**config.mk**
```make
export PLATFORM = sky130hd
export DESIGN_NAME = pcie_scrambler
export DESIGN_NICKNAME = d
export VERILOG_FILES = /design/src/rtl/pcie_scrambler_pkg.sv /design/src/rtl/pcie_scr_lfsr_step.sv /design/src/rtl/pcie_scrambler.sv
export SDC_FILE = /design/constraint.sdc
export NUM_CORES = 1
export LEC_CHECK = 0
export CAP_MARGIN = 40
export CORE_ASPECT_RATIO = 1.25
export CORE_MARGIN = 5
export CORE_UTILIZATION = 55
export CTS_CLUSTER_DIAMETER = 120
export DETAILED_ROUTE_END_ITERATION = 8
export PLACE_DENSITY_LB_ADDON = 0.3
export SKIP_LAST_GASP = 1
export SYNTH_ARGS = -nofsm -noshare
export SYNTH_HDL_FRONTEND = slang
export SYNTH_SLANG_ARGS = --single-unit
```
**constraint.sdc**
```tcl
create_clock -name clk -period 16.85 [get_ports clk]
set_clock_uncertainty 0.05 [all_clocks]
set_input_delay 3.37 -clock clk [delete_from_list [all_inputs] [get_ports clk]]
set_output_delay 3.37 -clock clk [all_outputs]
set_load 0.005 [all_outputs]
```
**src/rtl/pcie_scrambler_pkg.sv**
```systemverilog
// Shared constants and types for the PCIe TX lane scrambler.
package pcie_scrambler_pkg;

  localparam int unsigned SYM_W  = 8;
  localparam int unsigned SYMS   = 4;
  localparam int unsigned DATA_W = SYM_W * SYMS;
  localparam int unsigned LFSR_W = 23;
  localparam int unsigned SEED_W = 24;

  // Galois feedback masks (x^n term implied by the shift-out bit)
  localparam logic [15:0]       POLY16 = 16'h0039;
  localparam logic [LFSR_W-1:0] POLY23 = 23'h210125;
  localparam logic [15:0]       INIT16 = 16'hFFFF;

  localparam logic [SYM_W-1:0] COM_SYM   = 8'hBC;
  localparam logic [SYM_W-1:0] SKP_SYM   = 8'h1C;
  localparam logic [SYM_W-1:0] EIEOS_SYM = 8'h00;
  localparam logic [SYM_W-1:0] SKPOS_SYM = 8'hAA;

  localparam logic [1:0] SH_DATA = 2'b10;
  localparam logic [1:0] SH_OS   = 2'b01;

  typedef enum logic [1:0] {
    BLK_DATA     = 2'd0,
    BLK_OS_GEN   = 2'd1,
    BLK_OS_EIEOS = 2'd2,
    BLK_OS_SKP   = 2'd3
  } blk_state_t;

  typedef struct packed {
    logic scramble;
    logic advance;
    logic reload;
  } sym_ctl_t;

endpackage

```
**src/rtl/pcie_scr_lfsr_step.sv**
```systemverilog
// One-symbol LFSR step: produces the scramble byte and the state after this symbol.
module pcie_scr_lfsr_step
  import pcie_scrambler_pkg::*;
(
  input  logic [LFSR_W-1:0] state,
  input  logic              gen3,
  input  logic              advance,
  input  logic              reload,
  input  logic [LFSR_W-1:0] seed,
  output logic [LFSR_W-1:0] next_state_c,
  output logic [SYM_W-1:0]  key_c
);

  logic [LFSR_W-1:0] s;

  always_comb begin
    s     = state;
    key_c = '0;
    for (int i = 0; i < SYM_W; i++) begin
      if (gen3) begin
        key_c[i] = s[LFSR_W-1];
        s = {s[LFSR_W-2:0], 1'b0} ^ (s[LFSR_W-1] ? POLY23 : '0);
      end else begin
        key_c[i] = s[15];
        s = LFSR_W'({s[14:0], 1'b0} ^ (s[15] ? POLY16 : 16'h0000));
      end
    end
    if (reload)       next_state_c = gen3 ? seed : LFSR_W'(INIT16);
    else if (advance) next_state_c = s;
    else              next_state_c = state;
  end

endmodule

```
**src/rtl/pcie_scrambler.sv**
```systemverilog
// Single-lane TX scrambler for 8b/10b and 128b/130b, 4 symbols per beat, 1-clk latency.
module pcie_scrambler
  import pcie_scrambler_pkg::*;
(
  input  logic              clk,
  input  logic              reset,
  input  logic              turnOff,
  input  logic              gen3Mode,
  input  logic [SEED_W-1:0] seedValue,
  input  logic              inValid,
  input  logic              inBlockStart,
  input  logic [1:0]        inSyncHeader,
  input  logic [DATA_W-1:0] inData,
  input  logic [SYMS-1:0]   inDataK,
  output logic              outValid,
  output logic [1:0]        outSyncHeader,
  output logic [DATA_W-1:0] outData,
  output logic [SYMS-1:0]   outDataK
);

  logic [LFSR_W-1:0] lfsr_q, lfsr_nxt, seed;
  logic [LFSR_W-1:0] lfsr_s0, lfsr_s1, lfsr_s2, lfsr_s3, lfsr_s4;
  logic              init_pending_q, mode_q, reinit;
  logic [1:0]        cnt_q, cnt_start, cnt_nxt, beat_idx;
  blk_state_t        blk_q, blk_start, blk_nxt, blk_dec, blk_cur;
  sym_ctl_t [SYMS-1:0]           ctl;
  logic [SYMS-1:0][SYM_W-1:0]    key;
  logic [SYM_W-1:0]  sym;
  logic [DATA_W-1:0] data_c;
  logic              unused_seed_msb;

  assign seed            = seedValue[LFSR_W-1:0];
  assign unused_seed_msb = seedValue[SEED_W-1];

  // Start-of-beat context: first clock after reset or a mode change restarts from the mode's init
  always_comb begin
    reinit    = init_pending_q | (mode_q != gen3Mode);
    lfsr_s0   = reinit ? (gen3Mode ? seed : LFSR_W'(INIT16)) : lfsr_q;
    cnt_start = reinit ? 2'd0 : cnt_q;
    blk_start = reinit ? BLK_DATA : blk_q;
    beat_idx  = inBlockStart ? 2'd0 : cnt_start;
    blk_dec   = BLK_DATA;
    if (inSyncHeader == SH_OS) begin
      case (inData[SYM_W-1:0])
        EIEOS_SYM: blk_dec = BLK_OS_EIEOS;
        SKPOS_SYM: blk_dec = BLK_OS_SKP;
        default:   blk_dec = BLK_OS_GEN;
      endcase
    end
    blk_cur = (gen3Mode && inBlockStart) ? blk_dec : blk_start;
  end

  // Per-symbol scramble/advance/reload decisions, applied in symbol order
  always_comb begin
    ctl    = '0;
    sym    = '0;
    data_c = '0;
    for (int i = 0; i < SYMS; i++) begin
      sym = inData[i*SYM_W +: SYM_W];
      ctl[i].scramble = 1'b1;
      ctl[i].advance  = 1'b1;
      ctl[i].reload   = 1'b0;
      if (!gen3Mode) begin
        if (inDataK[i]) begin
          ctl[i].scramble = 1'b0;
          if (sym == COM_SYM)      ctl[i].reload  = 1'b1;
          else if (sym == SKP_SYM) ctl[i].advance = 1'b0;
        end
      end else begin
        case (blk_cur)
          BLK_OS_EIEOS: begin
            ctl[i].scramble = 1'b0;
            ctl[i].reload   = (beat_idx == 2'd3) && (i == SYMS - 1);
          end
          BLK_OS_SKP: begin
            ctl[i].scramble = 1'b0;
            ctl[i].advance  = 1'b0;
          end
          BLK_OS_GEN: ctl[i].scramble = !((beat_idx == 2'd0) && (i == 0));
          default: ;
        endcase
      end
      data_c[i*SYM_W +: SYM_W] = sym ^ ((ctl[i].scramble && !turnOff) ? key[i] : '0);
    end
  end

  pcie_scr_lfsr_step u_step0 (.state(lfsr_s0), .gen3(gen3Mode), .advance(ctl[0].advance),
    .reload(ctl[0].reload), .seed(seed), .next_state_c(lfsr_s1), .key_c(key[0]));
  pcie_scr_lfsr_step u_step1 (.state(lfsr_s1), .gen3(gen3Mode), .advance(ctl[1].advance),
    .reload(ctl[1].reload), .seed(seed), .next_state_c(lfsr_s2), .key_c(key[1]));
  pcie_scr_lfsr_step u_step2 (.state(lfsr_s2), .gen3(gen3Mode), .advance(ctl[2].advance),
    .reload(ctl[2].reload), .seed(seed), .next_state_c(lfsr_s3), .key_c(key[2]));
  pcie_scr_lfsr_step u_step3 (.state(lfsr_s3), .gen3(gen3Mode), .advance(ctl[3].advance),
    .reload(ctl[3].reload), .seed(seed), .next_state_c(lfsr_s4), .key_c(key[3]));

  // Next LFSR, beat counter and block state; everything holds on idle beats
  always_comb begin
    lfsr_nxt = lfsr_s0;
    cnt_nxt  = cnt_start;
    blk_nxt  = blk_start;
    if (inValid) begin
      lfsr_nxt = lfsr_s4;
      if (gen3Mode) begin
        cnt_nxt = inBlockStart ? 2'd1 : 2'(cnt_start + 2'd1);
        if (inBlockStart) blk_nxt = blk_dec;
      end
    end
  end

  always_ff @(posedge clk or negedge reset) begin
    if (!reset) begin
      lfsr_q         <= LFSR_W'(INIT16);
      cnt_q          <= 2'd0;
      blk_q          <= BLK_DATA;
      init_pending_q <= 1'b1;
      mode_q         <= 1'b0;
      outValid       <= 1'b0;
      outSyncHeader  <= 2'b00;
      outData        <= '0;
      outDataK       <= '0;
    end else begin
      lfsr_q         <= lfsr_nxt;
      cnt_q          <= cnt_nxt;
      blk_q          <= blk_nxt;
      init_pending_q <= 1'b0;
      mode_q         <= gen3Mode;
      outValid       <= inValid;
      outSyncHeader  <= inSyncHeader;
      outData        <= data_c;
      outDataK       <= inDataK;
    end
  end

endmodule

```
==> CHANGELOG.md, run 1 <==
### Physical design

- Outcome: completed
- Fa+ha+maj area frac: 0%
- Yosys cell types: 99
- Mapped Area: 8570 um2
- Element type at the critical path end: flop
- CTS Buf Count: 9
- Chip area: 18200 um2
- Post-CTS setup buffers: 0
- Clk latency late pin: 350 ps
- Vias in the first global route: 8299
- Post-synth mux share: 3.59%
- Input/output buffers: 105
- R2R setup slack: 9030 ps
- Reg2reg start: mode_q
- Top cells by area: dfrtp_1 (15%), xnor2_1 (12%), xor2_1 (5.8%), nand2_1 (5.7%), dfstp_2 (5.2%)
- Reg2Reg Depth: 20
- Grt ovf: 0
- Yosys chip area: 8570 um2
- Setup TNS Final: 0 ps
- WHS: 483 ps
- Clock buffers and inverters, area share: 2.76%
- Post-synth EDFFs: 0
- Top cell family by delay on the critical path: XOR/XNOR gates
- GR peak layer: met2
- Min cycle time layout: 10540 ps
- Max_slew headroom: 37.5%
- Routed wl met2: 14.7 mm
- Via count: 8956
- Worst Hold Launch: blk_q[0]
- Final instance area: 10000 um2
- Yosys top cell by area: dfrtp_1
- Ys async rst share: 100%
- Biggest regs: outData (32), lfsr_q (23), outDataK (4)
- Worst Tran Pin Value: 937 ps
- Top layer in use: met4
- Multi-input gate share of total cell area: 64.8%
- Metal3 WL: 2.74 mm
- Signal buffers: 123
- Number of fill cells: 1446
- Nonclk inv count: 14
- DRT antenna net count: 0
- CTS root buffer: clkbuf_16
- Largest class: combinational gates
- Top non-seq family: AND-OR/OR-AND gates
- Type of the most critical hold path: flop to flop
- Drt total wl: 31.3 mm
- Met1 GRT Util: 42.8%
- Flop share of the area: 17.2%
- Area leader share: 14.9%
- Worst EP arrival: 10700 ps
- Placed cells: 1361
- Die width: 122 um
- OpenROAD warning count: 27
- Critical path fanouts, max: 88
- AND-OR/OR-AND Cells, Area Fraction: 26.2%
- Largest register FFs: 32
- Gr usage total: 33.8%
- Slew Viols, Final: 0
- Share of layout cells above drive strength 1: 9.79%
- Antenna violations before repair: 0
- DP Area: 9730 um2
- Final Setup Violations: 0
- Htree depth: 3
- Mapped Nets: 1168
- RSZ-0062 raised after global routing: false
- Crit start category: primary input
- Crit path largest cell delay: 660 ps
- Initial DRC Count: 1202
- Register area: 1720 um2
- Fin worst setup slack: 6310 ps
- Finished Layout Cells: 1377
- Dpl ws: 6160 ps
- YS warnings: 0
- Worst Path Buf+Inv: 3
- Number of gates resized after cts: 0
- Yosys reg bits: 68
- Top reg by flops: outData
- Synth Seq Share: 20.1%
- N_diodes: 0
- Layout Area Growth over Synthesis: 16.9%
- Detailed Routing Iterations Pass 1: 6
- XORs/XNORs by Area: 24.3%
- GRT met3 Usage: 5.82%
- Non-clock buffer share: 12.1%
- Final core occ: 64.8%
- Crit. Startpoint: gen3Mode
- Crit path cell chain: buf_4 -> buf_4 -> buf_16 -> nand2_1 -> o221a_1 -> xnor2_2 -> xnor3_1 -> o22a_1 -> mux2i_2 -> xnor2_1 -> xnor3_2 -> xor2_1 -> o21a_1 -> xnor3_1 -> xnor2_1 -> a32o_2 -> xnor2_2 -> o22ai_1 -> nand2_1 -> xor2_1 -> xnor2_1 -> a221oi_1 -> a211oi_1
- Syn avg cell area: 7.79 um2
- CTS clk-pin slew, worst paths: 60 ps
- Critical-path top delay cell: xnor2_2
- Core ar.: 15400 um2
- Num rows: 51
- Max Cap Viol: 0
- Final net count: 1228
- Tcrit/Tclk final: 62.5%
- Post-synth top cells: nand2_1 (129), xnor2_1 (121), nor2_1 (111)
- Hold Buf Count CTS: 0
- Fmax: 0.0949 GHz
- WL/cell: 22.7 um
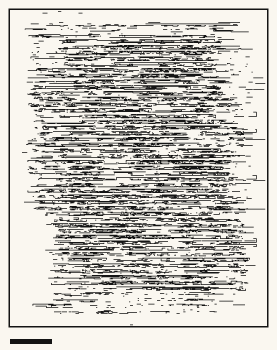
Figure 1: run 1, the metal 1 layer.
The bar under the picture is 20 um long.
nets with wire on the layer: 1139
share of all routed wire: 38%
main direction: horizontal
longest straight run: 43.7 um

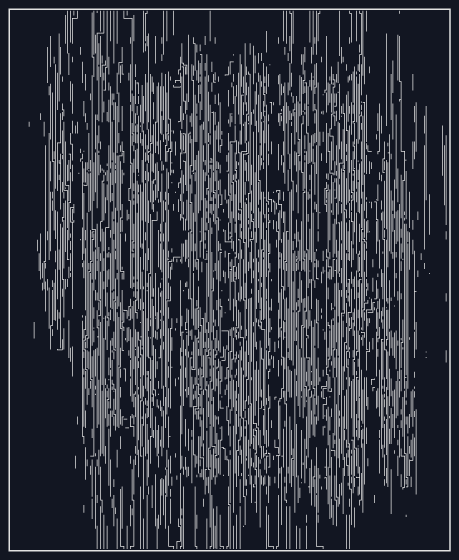
Figure 2: run 1, metal 2.
wire length on this layer: 14700 um
share of all routed wire: 47%
longest straight run: 48.3 um

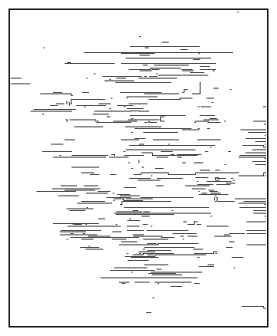
Figure 3: run 1, the metal 3 layer.
nets with wire on the layer: 197
main direction: horizontal
share of all routed wire: 8.8%
wire length on this layer: 2740 um

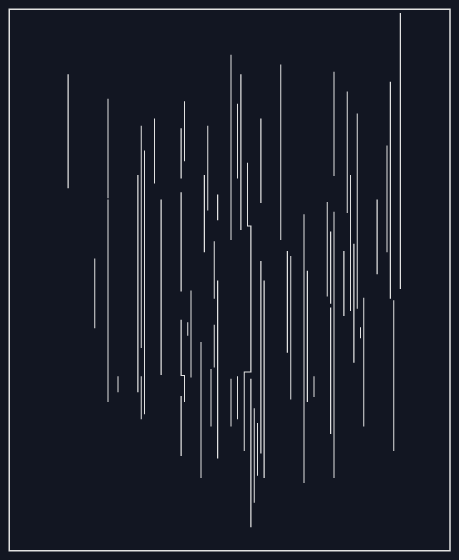
Figure 4: run 1, met4 routing.
nets with wire on the layer: 55
share of all routed wire: 6.4%
main direction: vertical
longest straight run: 76.2 um

==> run 2: changes to the inputs <==
Clock period 16.85 ns to 10.45 ns, I/O delays scaled along.
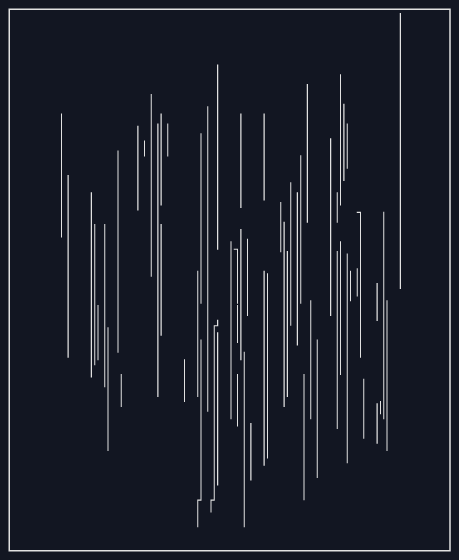
Figure 5: run 2, met4 routing.
via count: 9051
drt total wl: 31.2 mm

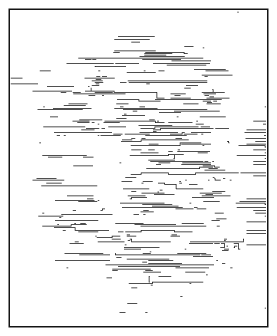
Figure 6: run 2, the metal 3 layer.
main direction: horizontal
wire length on this layer: 2990 um
longest straight run: 58.9 um

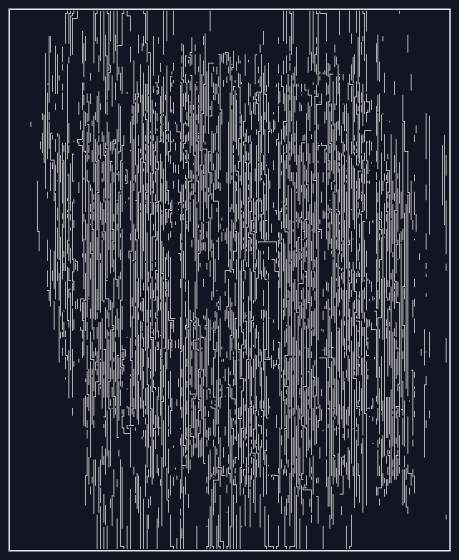
Figure 7: run 2, metal 2.
grt met2 use: 54.7%

==> CHANGELOG.md, run 2 <==
### Physical design

- YS warnings: 0 (unchanged)
- Top non-seq family: AND-OR/OR-AND gates (unchanged)
- Final instance area: 10100 um2 (was 10000 um2)
- Yosys reg bits: 68 (unchanged)
- Initial DRC Count: 1107 (was 1202)
- Multi-input gate share of total cell area: 64.3% (was 64.8%)
- Type of the most critical hold path: flop to flop (unchanged)
- Metal3 WL: 2.99 mm (was 2.74 mm)
- Crit. Startpoint: gen3Mode (unchanged)
- Fmax: 0.114 GHz
- Fa+ha+maj area frac: 0% (unchanged)
- GR peak layer: met2 (unchanged)
- Worst EP arrival: 8900 ps (was 10700 ps)
- Slew Viols, Final: 0 (unchanged)
- Post-CTS setup buffers: 0 (unchanged)
- Layout Area Growth over Synthesis: 17.6% (was 16.9%)
- Yosys cell types: 99 (unchanged)
- Yosys top cell by area: dfrtp_1 (unchanged)
- Share of layout cells above drive strength 1: 10.5% (was 9.79%)
- Top reg by flops: outData (unchanged)
- Antenna violations before repair: 0 (unchanged)
- R2R setup slack: 2670 ps (was 9030 ps)
- Clock buffers and inverters, area share: 2.69% (was 2.76%)
- Clk latency late pin: 360 ps (was 350 ps)
- Post-synth mux share: 3.59% (unchanged)
- Synth Seq Share: 20.1% (unchanged)
- DRT antenna net count: 0 (unchanged)
- Htree depth: 3 (unchanged)
- Signal buffers: 135 (was 123)
- Min cycle time layout: 8740 ps
- Yosys chip area: 8570 um2 (unchanged)
- Final net count: 1240 (was 1228)
- Element type at the critical path end: flop (unchanged)
- Vias in the first global route: 8521 (was 8299)
- Number of gates resized after cts: 0 (unchanged)
- Post-synth EDFFs: 0 (unchanged)
- Biggest regs: outData (32), lfsr_q (23), outDataK (4) (unchanged)
- RSZ-0062 raised after global routing: false (unchanged)
- WL/cell: 22.5 um (was 22.7 um)
- Top layer in use: met4 (unchanged)
- WHS: 489 ps (was 483 ps)
- Critical path fanouts, max: 62 (was 88)
- Crit start category: primary input (unchanged)
- Setup TNS Final: 0 ps (unchanged)
- OpenROAD warning count: 27 (unchanged)
- Crit path largest cell delay: 630 ps (was 660 ps)
- Largest register FFs: 32 (unchanged)
- Nonclk inv count: 14 (unchanged)
- Tcrit/Tclk final: 83.6%
- Flop share of the area: 17.1% (was 17.2%)
- Critical-path top delay cell: xnor2_2 (unchanged)
- Num rows: 51 (unchanged)
- Top cell family by delay on the critical path: XOR/XNOR gates (unchanged)
- XORs/XNORs by Area: 24.3% (unchanged)
- Post-synth top cells: nand2_1 (129), xnor2_1 (121), nor2_1 (111) (unchanged)
- Worst Path Buf+Inv: 2 (was 3)
- Met1 GRT Util: 43.2% (was 42.8%)
- Reg2reg start: mode_q (unchanged)
- Finished Layout Cells: 1389 (was 1377)
- Outcome: completed (unchanged)
- Crit path cell chain: buf_4 -> buf_4 -> nand4b_1 -> o221a_1 -> xnor2_2 -> xnor3_1 -> o22a_1 -> mux2i_2 -> xnor2_1 -> xnor3_2 -> xor2_1 -> o21a_1 -> xnor3_1 -> xnor2_1 -> a32o_2 -> xnor2_2 -> o22ai_1 -> nand2_1 -> xor2_1 -> xnor2_1 -> a221oi_1 -> a211oi_1 (was buf_4 -> buf_4 -> buf_16 -> nand2_1 -> o221a_1 -> xnor2_2 -> xnor3_1 -> o22a_1 -> mux2i_2 -> xnor2_1 -> xnor3_2 -> xor2_1 -> o21a_1 -> xnor3_1 -> xnor2_1 -> a32o_2 -> xnor2_2 -> o22ai_1 -> nand2_1 -> xor2_1 -> xnor2_1 -> a221oi_1 -> a211oi_1)
- Number of fill cells: 1405 (was 1446)
- Gr usage total: 34.1% (was 33.8%)
- Detailed Routing Iterations Pass 1: 6 (unchanged)
- Chip area: 18200 um2 (unchanged)
- Die width: 122 um (unchanged)
- Area leader share: 14.9% (unchanged)
- Hold Buf Count CTS: 0 (unchanged)
- GRT met3 Usage: 4.95% (was 5.82%)
- Largest class: combinational gates (unchanged)
- Routed wl met2: 14.5 mm (was 14.7 mm)
- N_diodes: 0 (unchanged)
- Final core occ: 65.2% (was 64.8%)
- Max Cap Viol: 0 (unchanged)
- Placed cells: 1373 (was 1361)
- Max_slew headroom: 35.6% (was 37.5%)
- Worst Hold Launch: blk_q[1] (was blk_q[0])
- Register area: 1720 um2 (unchanged)
- DP Area: 9800 um2 (was 9730 um2)
==> run 3: changes to the inputs <==
Settings changed: CORE_UTILIZATION 55 to 52.
Clock period 10.45 ns to 7.63 ns, I/O delays scaled along.
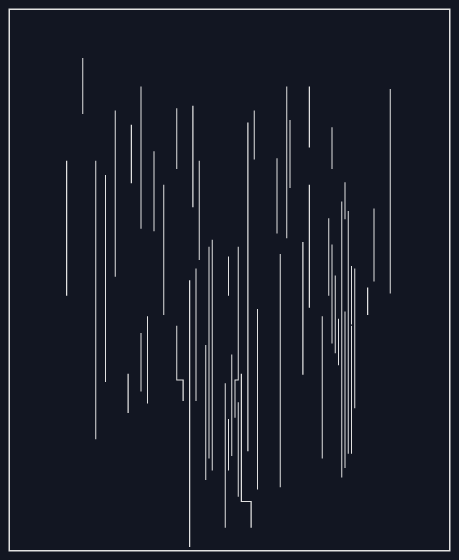
Figure 8: run 3, met4 routing.
via count: 9253
drt total wl: 33.0 mm

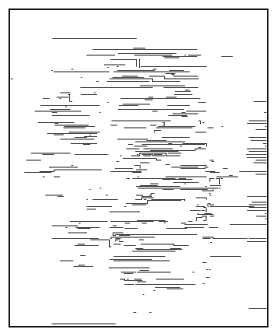
Figure 9: run 3, the metal 3 layer.
main direction: horizontal
share of all routed wire: 8.5%

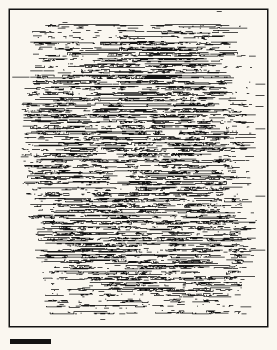
Figure 10: run 3, the metal 1 layer.
The bar under the picture is 20 um long.
main direction: horizontal
longest straight run: 51.5 um
wire length on this layer: 12500 um

==> CHANGELOG.md, run 3 <==
### Physical design

- Worst Hold Launch: blk_q[1] (unchanged)
- Final net count: 1327 (was 1240)
- Worst EP arrival: 7480 ps (was 8900 ps)
- Register area: 1720 um2 (unchanged)
- GR peak layer: met2 (unchanged)
- RSZ-0062 raised after global routing: false (unchanged)
- Mapped Nets: 1168 (unchanged)
- Signal buffers: 222 (was 135)
- Biggest regs: outData (32), lfsr_q (23), outDataK (4) (unchanged)
- Hold Buf Count CTS: 0 (unchanged)
- Outcome: completed (unchanged)
- Mapped Area: 8570 um2 (unchanged)
- Final core occ: 66.5% (was 65.2%)
- Antenna violations before repair: 0 (unchanged)
- Input/output buffers: 105 (unchanged)
- Post-CTS setup buffers: 0 (unchanged)
- DRT antenna net count: 0 (unchanged)
- CTS clk-pin slew, worst paths: 60 ps (about the same)
- Critical-path top delay cell: or4_1 (was xnor2_2)
- Met1 GRT Util: 42.6% (was 43.2%)
- Detailed Routing Iterations Pass 1: 5 (was 6)
- Crit path largest cell delay: 620 ps (was 630 ps)
- Area leader share: 14.9% (unchanged)
- Post-synth top cells: nand2_1 (129), xnor2_1 (121), nor2_1 (111) (unchanged)
- Nonclk inv count: 14 (unchanged)
- Tcrit/Tclk final: 95.8%
- Reg2reg start: mode_q (unchanged)
- XORs/XNORs by Area: 24.3% (unchanged)
- Top non-seq family: AND-OR/OR-AND gates (unchanged)
- Gr usage total: 33.9% (was 34.1%)
- Fin worst setup slack: 318 ps (was 1710 ps)
- Final instance area: 10800 um2 (was 10100 um2)
- Top cell family by delay on the critical path: XOR/XNOR gates (unchanged)
- WL/cell: 22.3 um (was 22.5 um)
- Slew Viols, Final: 0 (unchanged)
- Largest class: combinational gates (unchanged)
- Worst Path Buf+Inv: 2 (unchanged)
- Placed cells: 1464 (was 1373)
- Synth Seq Share: 20.1% (unchanged)
- CTS root buffer: clkbuf_16 (unchanged)
- Yosys reg bits: 68 (unchanged)
- Type of the most critical hold path: flop to flop (unchanged)
- Crit. Startpoint: inData[1] (was gen3Mode)
- Top layer in use: met4 (unchanged)
- CTS Buf Count: 9 (unchanged)
- Min cycle time layout: 7310 ps
- Clock buffers and inverters, area share: 2.80% (was 2.69%)
- Finished Layout Cells: 1480 (was 1389)
- Critical path fanouts, max: 6 (was 62)
- Non-clock buffer share: 18.1% (was 12.7%)
- Crit path cell chain: clkdlybuf4s50_1 -> or4_1 -> a21oi_1 -> o211ai_1 -> buf_4 -> a22oi_1 -> o32ai_1 -> a21o_1 -> nor2_1 -> xnor2_4 -> xor2_1 -> o21ai_0 -> xnor2_1 -> xnor3_2 -> xnor2_1 -> o21ai_4 -> xnor3_1 -> nand2b_4 -> xnor2_4 -> xnor2_1 -> a221oi_2 -> a211oi_2 (was buf_4 -> buf_4 -> nand4b_1 -> o221a_1 -> xnor2_2 -> xnor3_1 -> o22a_1 -> mux2i_2 -> xnor2_1 -> xnor3_2 -> xor2_1 -> o21a_1 -> xnor3_1 -> xnor2_1 -> a32o_2 -> xnor2_2 -> o22ai_1 -> nand2_1 -> xor2_1 -> xnor2_1 -> a221oi_1 -> a211oi_1)
- OpenROAD warning count: 27 (unchanged)
- Initial DRC Count: 1049 (was 1107)
- GRT met3 Usage: 5.41% (was 4.95%)
- DP Area: 10500 um2 (was 9800 um2)
- Fa+ha+maj area frac: 0% (unchanged)
- Max Cap Viol: 0 (unchanged)
- Max_slew headroom: 40.6% (was 35.6%)
- Ys async rst share: 100% (unchanged)
- Yosys chip area: 8570 um2 (unchanged)
- Htree depth: 3 (unchanged)
- Grt ovf: 0 (unchanged)
- Final Setup Violations: 0 (unchanged)
- Dpl ws: 104 ps (was 1620 ps)
- Top reg by flops: outData (unchanged)
- Share of layout cells above drive strength 1: 16.8% (was 10.5%)
- Setup TNS Final: 0 ps (unchanged)
- Clk latency late pin: 360 ps (about the same)
- Worst Tran Pin Value: 885 ps (was 966 ps)
- Yosys cell types: 99 (unchanged)
- Metal3 WL: 2.80 mm (was 2.99 mm)
- Num rows: 52 (was 51)
- Layout Area Growth over Synthesis: 25.8% (was 17.6%)
- Post-synth EDFFs: 0 (unchanged)
